$ cat config.mk
export PLATFORM = sky130hd
export DESIGN_NAME = movx_bus_ctrl
export DESIGN_NICKNAME = d
export VERILOG_FILES = /design/src/rtl/movx_bus_ctrl.sv
export SDC_FILE = /design/constraint.sdc
export NUM_CORES = 1
export LEC_CHECK = 0
export ABC_AREA = 1
export CAP_MARGIN = 15
export CORE_ASPECT_RATIO = 1.2
export CORE_UTILIZATION = 35
export DETAILED_ROUTE_END_ITERATION = 16
export PLACE_DENSITY = 0.74
export SLEW_MARGIN = 5
export SYNTH_ARGS = -nofsm -noshare
export SYNTH_HDL_FRONTEND = slang
export SYNTH_SLANG_ARGS = --single-unit
$ cat constraint.sdc
create_clock -name clock -period 4.95 [get_ports clock]
set_input_delay 0.99 -clock clock [delete_from_list [all_inputs] [get_ports clock]]
set_output_delay 0.99 -clock clock [all_outputs]
set_load 0.02 [all_outputs]
$ cat src/rtl/movx_bus_ctrl.sv
// movx_bus_ctrl: external data-memory (XDATA) bus controller for 8051 MOVX.
// Latches the address (DPTR or P2:Ri), then runs ALE -> strobe -> hold with
// programmable wait states, ready-extension and a timeout abort.
// Every output is registered: output values are computed from the next state
// and loaded on the same edge as the state register.
module movx_bus_ctrl #(
    parameter int WAIT_STATES = 1,
    parameter int TIMEOUT     = 255
) (
    input  logic        clock,
    input  logic        reset,
    input  logic        start,
    input  logic        rd_nwr,
    input  logic        use_dptr,
    input  logic [7:0]  dptr_h,
    input  logic [7:0]  dptr_l,
    input  logic [7:0]  ri,
    input  logic [7:0]  p2,
    input  logic [7:0]  wr_data,
    output logic        busy,
    output logic        done,
    output logic        err,
    output logic [7:0]  rd_data,
    output logic [15:0] ext_addr,
    output logic        ext_ale,
    output logic        ext_rd_n,
    output logic        ext_wr_n,
    output logic [7:0]  ext_data_out,
    output logic        ext_data_oe,
    input  logic [7:0]  ext_data_in,
    input  logic        ext_ready
);

    localparam logic [3:0]  WAIT_INIT = 4'(WAIT_STATES);
    localparam logic [15:0] TMO_MAX   = 16'(TIMEOUT);

    typedef enum logic [1:0] {S_IDLE, S_ADDR, S_STROBE, S_HOLD} state_t;

    state_t      state, state_next;
    logic [3:0]  wait_cnt;
    logic [15:0] tmo_cnt;
    logic        rd_q;
    logic        abort;
    logic        capture;

    logic busy_d, done_d, err_d, ale_d, rd_n_d, wr_n_d, oe_d;

    // A read completes on the first ready edge once the wait states are spent
    assign capture = (state == S_STROBE) && (wait_cnt == 4'd0) && ext_ready && rd_q;

    // State register
    always_ff @(posedge clock or posedge reset) begin
        if (reset) state <= S_IDLE;
        else       state <= state_next;
    end

    // Next-state logic; abort flags a timeout exit from STROBE
    always_comb begin
        state_next = state;
        abort      = 1'b0;
        case (state)
            S_IDLE:   if (start) state_next = S_ADDR;
            S_ADDR:   state_next = S_STROBE;
            S_STROBE: begin
                if (wait_cnt == 4'd0) begin
                    if (ext_ready) begin
                        state_next = S_HOLD;
                    end else if (tmo_cnt == TMO_MAX) begin
                        state_next = S_HOLD;
                        abort      = 1'b1;
                    end
                end
            end
            S_HOLD:   state_next = S_IDLE;
            default:  state_next = S_IDLE;
        endcase
    end

    // Next output values, decoded from the state being entered
    always_comb begin
        busy_d = (state_next != S_IDLE);
        ale_d  = (state_next == S_ADDR);
        rd_n_d = !((state_next == S_STROBE) && rd_q);
        wr_n_d = !((state_next == S_STROBE) && !rd_q);
        oe_d   = !rd_q && ((state_next == S_STROBE) || (state_next == S_HOLD));
        done_d = (state_next == S_HOLD);
        err_d  = abort;
    end

    // Registered bus/handshake outputs
    always_ff @(posedge clock or posedge reset) begin
        if (reset) begin
            busy        <= 1'b0;
            done        <= 1'b0;
            err         <= 1'b0;
            ext_ale     <= 1'b0;
            ext_rd_n    <= 1'b1;
            ext_wr_n    <= 1'b1;
            ext_data_oe <= 1'b0;
        end else begin
            busy        <= busy_d;
            done        <= done_d;
            err         <= err_d;
            ext_ale     <= ale_d;
            ext_rd_n    <= rd_n_d;
            ext_wr_n    <= wr_n_d;
            ext_data_oe <= oe_d;
        end
    end

    // Request latch: address, direction and write data frozen at acceptance
    always_ff @(posedge clock or posedge reset) begin
        if (reset) begin
            ext_addr     <= 16'h0000;
            ext_data_out <= 8'h00;
            rd_q         <= 1'b0;
        end else if ((state == S_IDLE) && start) begin
            ext_addr <= use_dptr ? {dptr_h, dptr_l} : {p2, ri};
            rd_q     <= rd_nwr;
            if (!rd_nwr) ext_data_out <= wr_data;
        end
    end

    // Read data capture; left untouched on writes and on timeout
    always_ff @(posedge clock or posedge reset) begin
        if (reset)        rd_data <= 8'h00;
        else if (capture) rd_data <= ext_data_in;
    end

    // Wait-state and ready-timeout counters
    always_ff @(posedge clock or posedge reset) begin
        if (reset) begin
            wait_cnt <= 4'd0;
            tmo_cnt  <= 16'd0;
        end else if (state == S_ADDR) begin
            wait_cnt <= WAIT_INIT;
            tmo_cnt  <= 16'd0;
        end else if (state == S_STROBE) begin
            if (wait_cnt != 4'd0)
                wait_cnt <= wait_cnt - 4'd1;
            else if (!ext_ready && (tmo_cnt != TMO_MAX))
                tmo_cnt <= tmo_cnt + 16'd1;
        end
    end

endmodule
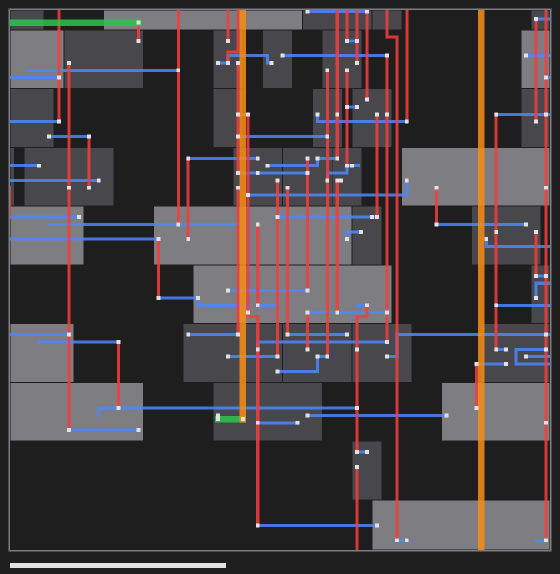
Figure 1: zoomed window.
Scale bar: 10 microns. Region (9, 14) to (34, 39) microns. Cells in gray, sequential cells in the stronger gray; small squares are vias.
| color | layer |
|---|---|
| red | metal 2 |
| orange | metal 4 |
| blue | metal 1 |
| green | metal 3 |
sequential cells in the window: 6
netlist names of flops here include: tmo_cnt (2), wait_cnt (2)
cells with their middle in the window: 27
most frequent: dfrtp_1 (6), inv_1 (3), nand2_1 (3)

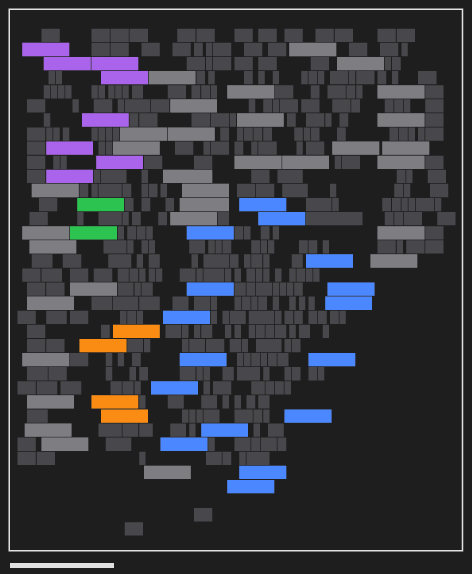
Figure 2: where the registers sit.
Scale bar: 20 microns. Other sequential cells in the stronger gray, the rest of the logic in the fainter gray.
| color | name in the netlist | placed flops |
|---|---|---|
| green | state | 2 |
| orange | wait_cnt | 4 |
| purple | ext_data_out | 8 |
| blue | tmo_cnt | 16 |
not colored: 32
total area of sequential cells: 1550 sq um
Post-Route Utilization: 0.515

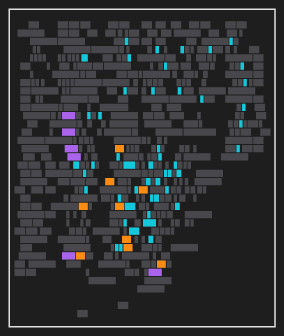
Figure 3: logic cells by family.
| color | family | cells | most used |
|---|---|---|---|
| cyan | NOR gates | 48 | nor2_1 |
| purple | adder and majority cells | 6 | ha_1 |
| orange | XOR/XNOR gates | 9 | xor2_1 |
number of cells in the finished layout apart from fillers: 567
most common cell after layout, fill and taps aside: sky130_fd_sc_hd__clkdlybuf4s50_1

==> power by group <==
part / switching (mW) / internal (mW)
Clock: 0.208 / 0.249
Sequential: 0.120 / 0.718
Combinational: 0.654 / 0.494
==> layout by cell type (no fill, tap or decap) <==
cell type	count
sky130_fd_sc_hd__dfrtp_1	60
sky130_fd_sc_hd__xnor2_1	1
sky130_fd_sc_hd__buf_4	1
sky130_fd_sc_hd__a21oi_1	36
sky130_fd_sc_hd__bufinv_16	1
sky130_fd_sc_hd__clkinvlp_4	1
sky130_fd_sc_hd__inv_1	35
sky130_fd_sc_hd__mux2_2	8
sky130_fd_sc_hd__nand3_1	25
sky130_fd_sc_hd__ha_1	6
sky130_fd_sc_hd__nor2_1	35
sky130_fd_sc_hd__nand2_2	5
sky130_fd_sc_hd__o22ai_1	2
sky130_fd_sc_hd__clkinv_4	1
sky130_fd_sc_hd__dfstp_2	2
sky130_fd_sc_hd__clkbuf_1	2
sky130_fd_sc_hd__clkdlybuf4s50_1	92
sky130_fd_sc_hd__inv_2	2
sky130_fd_sc_hd__nor2_2	2
sky130_fd_sc_hd__nand4_1	7
sky130_fd_sc_hd__nor2_4	1
sky130_fd_sc_hd__nor3b_2	1
sky130_fd_sc_hd__inv_4	1
sky130_fd_sc_hd__clkbuf_8	10
sky130_fd_sc_hd__nand3_2	1
sky130_fd_sc_hd__nand2_1	75
sky130_fd_sc_hd__o21ai_2	9
sky130_fd_sc_hd__o21ai_1	2
sky130_fd_sc_hd__nand2_4	1
sky130_fd_sc_hd__o21ai_0	10
sky130_fd_sc_hd__inv_6	1
sky130_fd_sc_hd__nor3_1	7
sky130_fd_sc_hd__nor3_2	2
sky130_fd_sc_hd__xor2_1	8
==> impl_metrics.json <==
{
  "track_usage": 0.173,
  "dpl_cell_area_sq_um": 4070,
  "die_x_microns": 87.2,
  "die_area_sq_um": 9080,
  "critical_path_buf_inv_count": 2,
  "post_synth_mux_area_share": 0.0296,
  "count_of_unresolved_drc_violations_after_routing": 0,
  "critical_path.max_fanout": 19,
  "timing.max_cap.violations": 0,
  "gp_congestion": 0.777,
  "yosys_warnings": 0,
  "first_global_vias": 2677,
  "vias": 2689,
  "cts_buffer_depth": 2,
  "antenna_cells_inserted": 0,
  "seq-cell-share": 0.364,
  "comb_area_frac": 0.305,
  "holdCritPathClass": "flip-flop to flip-flop",
  "fmaxAchievable_ghz": 0.399,
  "yosys_area_sq_um": 3050,
  "post_cts_resize_count": 0,
  "timing.rr.end": "ext_data_out[2]$_DFFE_PP0P_",
  "place_worst_setup_slack_ns": 2.08,
  "ys_sh_adder": 0.0247,
  "dp_hpwl_microns": 5360,
  "ioPinCount": 93,
  "die_h_microns": 104,
  "synthDominantAreaCellType": "sky130_fd_sc_hd__dfrtp_1",
  "nMultiInputCombCells": 244,
  "total_congestion_overflow": 0,
  "mean_area_per_synthesized_cell_sq_um": 8.63,
  "synth.top_cell.area_share": 0.493,
  "top_layer": "met4",
  "drive_gt1_frac": 0.110,
  "finalSetupViolCount": 0,
  "root_buffer": "sky130_fd_sc_hd__clkbuf_8",
  "power_mw": 2.44,
  "antenna_violations_before_repair": 0,
  "post-route-min-period_ns": 2.51,
  "synth_top_cell_by_count": "sky130_fd_sc_hd__nand2_1",
  "setup_repair_after_global_routing_missed_its_margin": "false",
  "num-nonclk-inverters": 38,
  "finish.instance_area_sq_um": 4270,
  "cell_count_after_synthesis": 353,
  "placed_cells": 551,
  "critPathMaxStageDelay_ns": 0.51,
  "seq_cell_count": 62,
  "core_area_sq_um": 8290,
  "simple_gate_area_frac": 0.238,
  "power_leakage_nw": 1.90,
  "holdWs_ns": 0.475,
  "finClkSkew_ns": 0.00761,
  "outcome": "finished clean",
  "wl_microns": 7420,
  "initial_utilization": 0.367,
  "design.final.nets": 508,
  "setup.worst_path.start_class": "input port",
  "timing.critical_path.to_type": "flip-flop",
  "num-clock-buffers": 12,
  "maximum_number_of_pins_on_one_net_before_global_route_repair": 40,
  "met1_usage": 0.194,
  "cts_hold_repair.buffers": 0,
  "htree_levels": 3,
  "routedLengthMet1_microns": 3030,
  "path_delay_family": "simple AND/OR/NAND/NOR gates",
  "timing.critical_path.depth": 6,
  "async_flop_share": 1.00,
  "worstSkewPairLatency_ns": 0.34,
  "aoi_share": 0.109,
  "power.ir.vdd_worst_mv": 0.334,
  "synthFlopType": "sky130_fd_sc_hd__dfrtp_1",
  "mappedNetlistArea_sq_um": 3050,
  "rows": 36,
  "crit_path_end": "ext_data_out[2]$_DFFE_PP0P_",
  "clk_transition_reported_paths_ns": 0.07,
  "worst_r2r_startpoint": "state[0]$_DFF_PP0_",
  "synth-cells-yosys": 353
}
No activity file was given, so power comes from the tool's default toggle rates.
